Figure 1. PDN straps and rails.
Scale bar: 20 um. Pins as bars on the die edge.
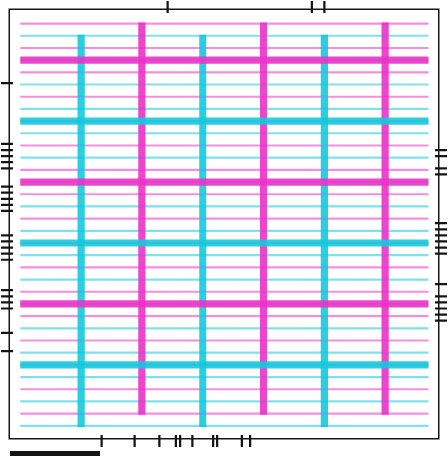
Figure 2. Cells colored by class.
Scale bar: 20 um.
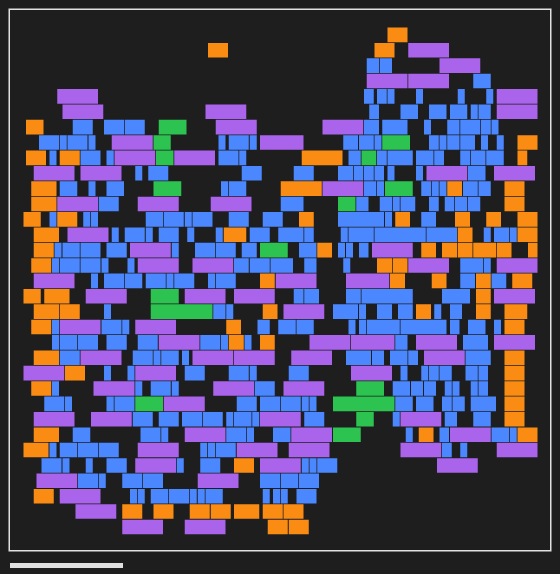
Figure 3. Clock wires, drivers and flops.
Scale bar: 20 um.
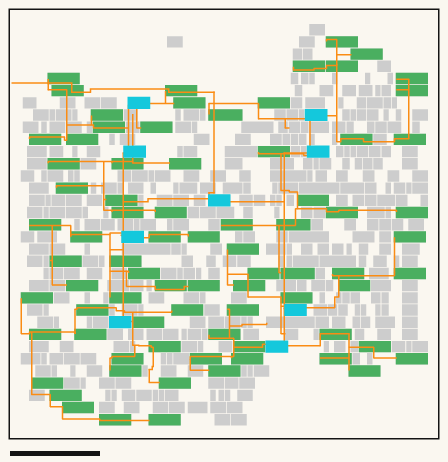
Figure 4. Signal wires by layer.
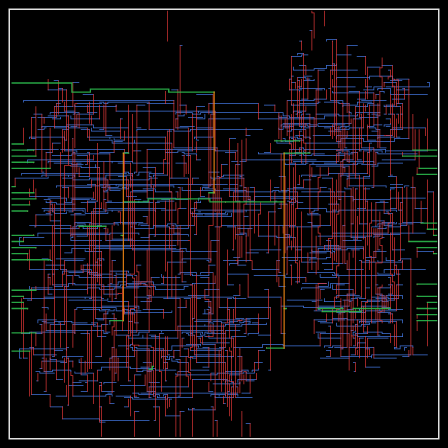
Figure 5. Track usage over the die.
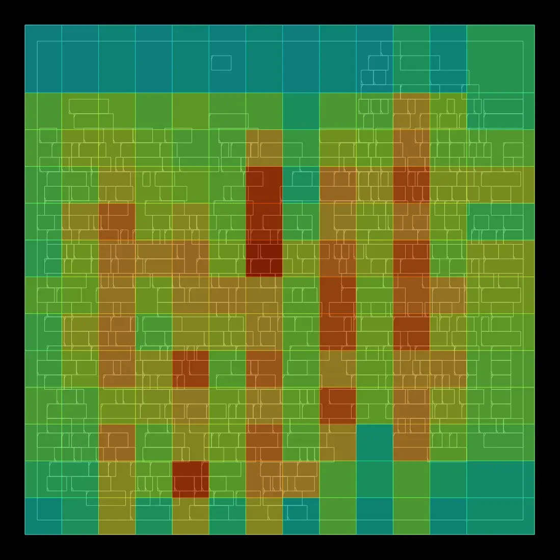
--- src/rtl/tile_dma_pkg.sv ---
// Shared types and helpers for the tile load/store DMA engines.
package tile_dma_pkg;

    // Engine control states: idle, streaming a tile, one-cycle completion.
    typedef enum logic [1:0] {
        S_IDLE = 2'd0,
        S_RUN  = 2'd1,
        S_DONE = 2'd2
    } dma_state_e;

    // Output buffer depth needed so that every read in flight has a slot
    // waiting for it: RD_LAT words in flight plus two for full throughput.
    function automatic int fifo_depth(input int rd_lat);
        return rd_lat + 2;
    endfunction

endpackage

--- src/rtl/dma_out_fifo.sv ---
// Small output FIFO between the BRAM read pipe and the host stream.
// Storage is registered; head always presents the oldest entry.
module dma_out_fifo #(
    parameter int W          = 16,
    parameter int FIFO_DEPTH = 3
) (
    input  logic                              clk,
    input  logic                              rst_n,
    input  logic                              clr,
    input  logic                              push,
    input  logic [W-1:0]                      push_data,
    input  logic                              pop,
    output logic [$clog2(FIFO_DEPTH+1)-1:0]   occ,
    output logic [W-1:0]                      head
);

    localparam int PW = $clog2(FIFO_DEPTH);
    localparam int OW = $clog2(FIFO_DEPTH + 1);

    logic [W-1:0]  mem_q [FIFO_DEPTH];
    logic [W-1:0]  mem_d [FIFO_DEPTH];
    logic [PW-1:0] wr_ptr_q, wr_ptr_d;
    logic [PW-1:0] rd_ptr_q, rd_ptr_d;
    logic [OW-1:0] occ_q, occ_d;
    logic          do_pop_s;

    // Pointer advance with wrap at a depth that need not be a power of two.
    function automatic logic [PW-1:0] ptr_inc(input logic [PW-1:0] p);
        if (p == PW'(FIFO_DEPTH - 1)) begin
            return '0;
        end else begin
            return p + PW'(1);
        end
    endfunction

    // Next-state for storage, pointers and occupancy; push and pop may coincide.
    always_comb begin
        mem_d    = mem_q;
        wr_ptr_d = wr_ptr_q;
        rd_ptr_d = rd_ptr_q;
        occ_d    = occ_q;
        do_pop_s = pop && (occ_q != '0);
        if (clr) begin
            wr_ptr_d = '0;
            rd_ptr_d = '0;
            occ_d    = '0;
        end else begin
            if (push) begin
                mem_d[wr_ptr_q] = push_data;
                wr_ptr_d        = ptr_inc(wr_ptr_q);
            end else begin
                wr_ptr_d = wr_ptr_q;
            end
            if (do_pop_s) begin
                rd_ptr_d = ptr_inc(rd_ptr_q);
            end else begin
                rd_ptr_d = rd_ptr_q;
            end
            occ_d = occ_q + OW'(push) - OW'(do_pop_s);
        end
    end

    // State registers with synchronous active-low reset.
    always_ff @(posedge clk) begin
        if (!rst_n) begin
            for (int i = 0; i < FIFO_DEPTH; i++) begin
                mem_q[i] <= '0;
            end
            wr_ptr_q <= '0;
            rd_ptr_q <= '0;
            occ_q    <= '0;
        end else begin
            mem_q    <= mem_d;
            wr_ptr_q <= wr_ptr_d;
            rd_ptr_q <= rd_ptr_d;
            occ_q    <= occ_d;
        end
    end

    assign occ  = occ_q;
    assign head = mem_q[rd_ptr_q];

endmodule

--- src/rtl/tile_store_dma.sv ---
// Streams one tile from a double-buffered BRAM to a ready/valid host port.
// Reads are issued only when the output FIFO is guaranteed room for them,
// so returning BRAM data never needs a stall path.
module tile_store_dma
    import tile_dma_pkg::*;
#(
    parameter int W      = 16,
    parameter int DEPTH  = 256,
    parameter int RD_LAT = 1
) (
    input  logic                       clk,
    input  logic                       rst_n,
    input  logic                       start_store,
    input  logic                       buf_sel,
    output logic                       bram_re,
    output logic [$clog2(DEPTH):0]     bram_raddr,
    input  logic [W-1:0]               bram_rdata,
    output logic                       out_valid,
    input  logic                       out_ready,
    output logic [W-1:0]               out_data,
    output logic                       out_last,
    output logic                       busy,
    output logic                       store_done
);

    localparam int AW = $clog2(DEPTH);
    localparam int CW = AW + 1;
    localparam int FD = fifo_depth(RD_LAT);
    localparam int OW = $clog2(FD + 1);
    localparam logic [OW:0] FD_LIM = (OW + 1)'(FD);

    dma_state_e        state_q, state_d;
    logic              sel_q, sel_d;
    logic [CW-1:0]     issue_cnt_q, issue_cnt_d;
    logic [CW-1:0]     accept_cnt_q, accept_cnt_d;
    logic [OW-1:0]     inflight_q, inflight_d;
    logic [RD_LAT-1:0] rv_q, rv_d;

    logic [OW-1:0]     fifo_occ_s;
    logic [W-1:0]      fifo_head_s;
    logic              fifo_clr_s;
    logic              issue_s;
    logic              push_s;
    logic              pop_s;
    logic              valid_s;
    logic              last_s;

    // Issue/push/pop decisions and stream flags, from registered state only.
    always_comb begin
        issue_s    = (state_q == S_RUN) && !issue_cnt_q[AW] &&
                     (({1'b0, fifo_occ_s} + {1'b0, inflight_q}) < FD_LIM);
        push_s     = rv_q[RD_LAT-1];
        valid_s    = (fifo_occ_s != '0);
        last_s     = valid_s && (accept_cnt_q == CW'(DEPTH - 1));
        pop_s      = valid_s && out_ready;
        fifo_clr_s = (state_q == S_IDLE) && start_store;
    end

    // FSM next-state, counters and read-valid pipe tracking BRAM latency.
    always_comb begin
        state_d      = state_q;
        sel_d        = sel_q;
        issue_cnt_d  = issue_cnt_q;
        accept_cnt_d = accept_cnt_q;
        inflight_d   = inflight_q;
        rv_d[0]      = issue_s;
        for (int i = 1; i < RD_LAT; i++) begin
            rv_d[i] = rv_q[i-1];
        end
        case (state_q)
            S_IDLE: begin
                if (start_store) begin
                    state_d      = S_RUN;
                    sel_d        = buf_sel;
                    issue_cnt_d  = '0;
                    accept_cnt_d = '0;
                    inflight_d   = '0;
                    rv_d         = '0;
                end else begin
                    state_d = S_IDLE;
                end
            end
            S_RUN: begin
                if (issue_s) begin
                    issue_cnt_d = issue_cnt_q + CW'(1);
                end else begin
                    issue_cnt_d = issue_cnt_q;
                end
                inflight_d = inflight_q + OW'(issue_s) - OW'(push_s);
                if (pop_s) begin
                    accept_cnt_d = accept_cnt_q + CW'(1);
                end else begin
                    accept_cnt_d = accept_cnt_q;
                end
                if (pop_s && last_s) begin
                    state_d = S_DONE;
                end else begin
                    state_d = S_RUN;
                end
            end
            S_DONE: begin
                state_d = S_IDLE;
            end
            default: begin
                state_d = S_IDLE;
            end
        endcase
    end

    // Control registers; reset also flushes reads still in flight.
    always_ff @(posedge clk) begin
        if (!rst_n) begin
            state_q      <= S_IDLE;
            sel_q        <= 1'b0;
            issue_cnt_q  <= '0;
            accept_cnt_q <= '0;
            inflight_q   <= '0;
            rv_q         <= '0;
        end else begin
            state_q      <= state_d;
            sel_q        <= sel_d;
            issue_cnt_q  <= issue_cnt_d;
            accept_cnt_q <= accept_cnt_d;
            inflight_q   <= inflight_d;
            rv_q         <= rv_d;
        end
    end

    dma_out_fifo #(
        .W          (W),
        .FIFO_DEPTH (FD)
    ) u_out_fifo (
        .clk       (clk),
        .rst_n     (rst_n),
        .clr       (fifo_clr_s),
        .push      (push_s),
        .push_data (bram_rdata),
        .pop       (pop_s),
        .occ       (fifo_occ_s),
        .head      (fifo_head_s)
    );

    assign bram_re    = issue_s;
    assign bram_raddr = {sel_q, issue_cnt_q[AW-1:0]};
    assign out_valid  = valid_s;
    assign out_data   = fifo_head_s;
    assign out_last   = last_s;
    assign busy       = (state_q != S_IDLE);
    assign store_done = (state_q == S_DONE);

endmodule

--- config.mk ---
export PLATFORM = sky130hd
export DESIGN_NAME = tile_store_dma
export DESIGN_NICKNAME = d
export VERILOG_FILES = /design/src/rtl/tile_dma_pkg.sv /design/src/rtl/dma_out_fifo.sv /design/src/rtl/tile_store_dma.sv
export SDC_FILE = /design/constraint.sdc
export NUM_CORES = 1
export LEC_CHECK = 0
export CORE_MARGIN = 2
export CORE_UTILIZATION = 45
export CTS_BUF_LIST = sky130_fd_sc_hd__clkbuf_2 sky130_fd_sc_hd__clkbuf_4 sky130_fd_sc_hd__clkbuf_8
export DETAILED_ROUTE_END_ITERATION = 8
export PLACE_DENSITY = 0.79
export SLEW_MARGIN = 20
export SYNTH_ARGS = -nofsm -noshare
export SYNTH_HDL_FRONTEND = slang
export SYNTH_HIERARCHICAL = 1
export SYNTH_SLANG_ARGS = --single-unit
--- constraint.sdc ---
create_clock -name clk -period 2.3 [get_ports clk]
set_clock_uncertainty 0.05 [all_clocks]
set_input_delay 0.345 -clock clk [delete_from_list [all_inputs] [get_ports clk]]
set_output_delay 0.345 -clock clk [all_outputs]
set_load 0.02 [all_outputs]
==> impl_metrics.yaml <==
# yosys + openroad results
floorplanning:
  core_area_sq_um: 8180
  die_h_um: 95.5
  well_tap_count: 105
  initial_core_util: 0.461
power:
  power.density_nw_per_um2: 597
  power.internal_w: 0.00213
  p_comb_frac: 0.097
  p_seq_frac: 0.489
  p_leak_nw: 2.02
  power.combinational.total_w: 0.000276
  power.clock.fraction: 0.414
layout:
  mostFrequentLayoutCell: "sky130_fd_sc_hd__nand2_1"
  num-nonclk-inverters: 9
  layout.area.comb_sq_um: 2020
  layout-drive-gt1-share: 0.144
  dominant-cell-class: "combinational gates"
  most-common-layout-cells: "76 x sky130_fd_sc_hd__nand2_1, 75 x sky130_fd_sc_hd__dfxtp_1, 66 x sky130_fd_sc_hd__mux2i_1"
  comb_area_frac: 0.427
  reg_top3: "u_out_fifo/mem_q (48), accept_cnt_q (9), issue_cnt_q (9)"
  area.growth.synth_to_final_pct: 25.8
  final-nonclk-buf-share: 0.160
  antenna-diode-count: 0
  layout.clock.cell_area_share: 0.0478
  largest_register: "u_out_fifo/mem_q"
  flops: 78
  layout.non_clock_buffers: 79
critical_path:
  cp_data_required_time_ps: 2530
  worst_r2r_path_depth: 9
  crit_path_cell_trace: "ha_4, fa_2, or4b_4, nor2_4, buf_6, ha_4, xnor2_2, or3_1, a21boi_1"
  worst-path-max-fanout: 2
  crit_path_frequent_cell: "sky130_fd_sc_hd__ha_4"
  critPathLaunchType: "flip-flop"
  regToRegEndpoint: "inflight_q[1]"
final_timing:
  setup_violations: 2
  tightestPinTransition_ps: 626
  setup_ws_ps: -68.2
  worst_slew_margin_rel: 0.583
  final_max_slew_viol_count: 0
  period_needed_ps: 2370
  final_hold_violation_tally: 0
synthesis:
  synth_async_sr_flop_share: 0
  top_post_synthesis_cells_by_count: "78 x sky130_fd_sc_hd__dfxtp_1, 76 x sky130_fd_sc_hd__nand2_1, 66 x sky130_fd_sc_hd__mux2i_1"
  synth_cell_types: 53
  ys_sh_xor: 0.0362
  synth_area_leader_cell: "sky130_fd_sc_hd__dfxtp_1"
  number_of_flops_mapped_to_enable_cells_by_yosys: 0
  synth_compound_gate_area_share: 0.0840
  synthTopLogicFamily: "simple AND/OR/NAND/NOR gates"
  yosys_cells: 401
  synthMuxAreaShare: 0.175
  area_leaders: "sky130_fd_sc_hd__dfxtp_1 41%, sky130_fd_sc_hd__mux2i_1 18%, sky130_fd_sc_hd__nand2_1 7.6%"
  synth.cell_area_sq_um: 3770
  synth_top_cell_by_count: "sky130_fd_sc_hd__dfxtp_1"
routing:
  antenna_left: 0
  wl_met1_mm: 3.73
  drt_drc_violations_left: 0
clock_tree:
  numClockSinks: 78
  post-cts-setup-buffers: 2
  clockBufferDepth: 2
  htree_num_levels: 3
  tritoncts: "done"
  cts-root-buf: "sky130_fd_sc_hd__clkbuf_8"
  source_to_sink_clock_delay_at_the_later_pin_of_the_worst_skew_pair_ps: 350
  number_of_cts_inserted_buffers: 9
outcome:
  run_status: "complete, but fails checks"
  violations_in_the_final_reports: "negative setup slack"
hold_path:
  whs_path_depth: 2
  min_delay_startpoint: "rst_n"
  holdCritPathClass: "in -> reg"
global_route:
  grt_start_max_net_pins: 52
  grt_pass1_vias: 3019
  groute.layer.met1.usage: 0.233
placed_design:
  placed_area_sq_um: 4430
run:
  cap_viol_max_count: 0
Notes on Figure 1 above:
Magenta stands for VDD. Cyan stands for VSS.
51 signal pins sit on the boundary. The core has 33 rows.

Notes on Figure 2 above:
Blue stands for all other logic, cells 291, share of their area 45%. Orange stands for other buffers and delay cells, cells 79, share of their area 16%. Purple stands for flip-flops, cells 78, share of their area 34%. Green stands for clock drivers and dummy loads, cells 16, share of their area 4.9%.
sequential portion of the cell area: 0.330
# rows: 33

Notes on Figure 3 above:
Green stands for flip-flops, count 78. Orange stands for clock wires, length 972 um. Cyan stands for cells driving clock nets, count 9.
Position of the flops: all over the die. There are 10 routed clock nets.

Notes on Figure 4 above:
Green stands for met3, wire length 291 um. Blue stands for met1, wire length 3,730 um. Red stands for met2, wire length 3,940 um. Orange stands for met4, wire length 103 um.
total routed wirelength: 8.06 mm
wire per inst: 14.2 um

Notes on Figure 5 above:
gr usage total: 0.189
fin util: 0.580
global-route met2 utilization: 0.332

critical path, delay by kind of cell (launching register included):
kind | cells | cell delay [ps]
AND-OR/OR-AND | 1 | 150
XOR/XNOR | 1 | 60
adder cells (fa/ha/maj) | 3 | 630
buffers and inverters | 1 | 120
flip-flops | 1 | 340
AND/OR/NAND/NOR | 3 | 940
per-stage QoR:
stage,power (W),utilization,std cells,setup WS (ps),setup TNS (ps)
after global routing,0.00294,0.580,569,-154,-254
final,0.00283,0.580,569,-68.2,-110
after CTS,0.00285,0.575,568,-151,-239
after floorplan,0.00156,-,401,-149,-149
after detailed placement,0.00168,0.542,550,-236,-411
after global placement,0.00167,0.542,550,-180,-267
No activity file was given, so power comes from the tool's default toggle rates.
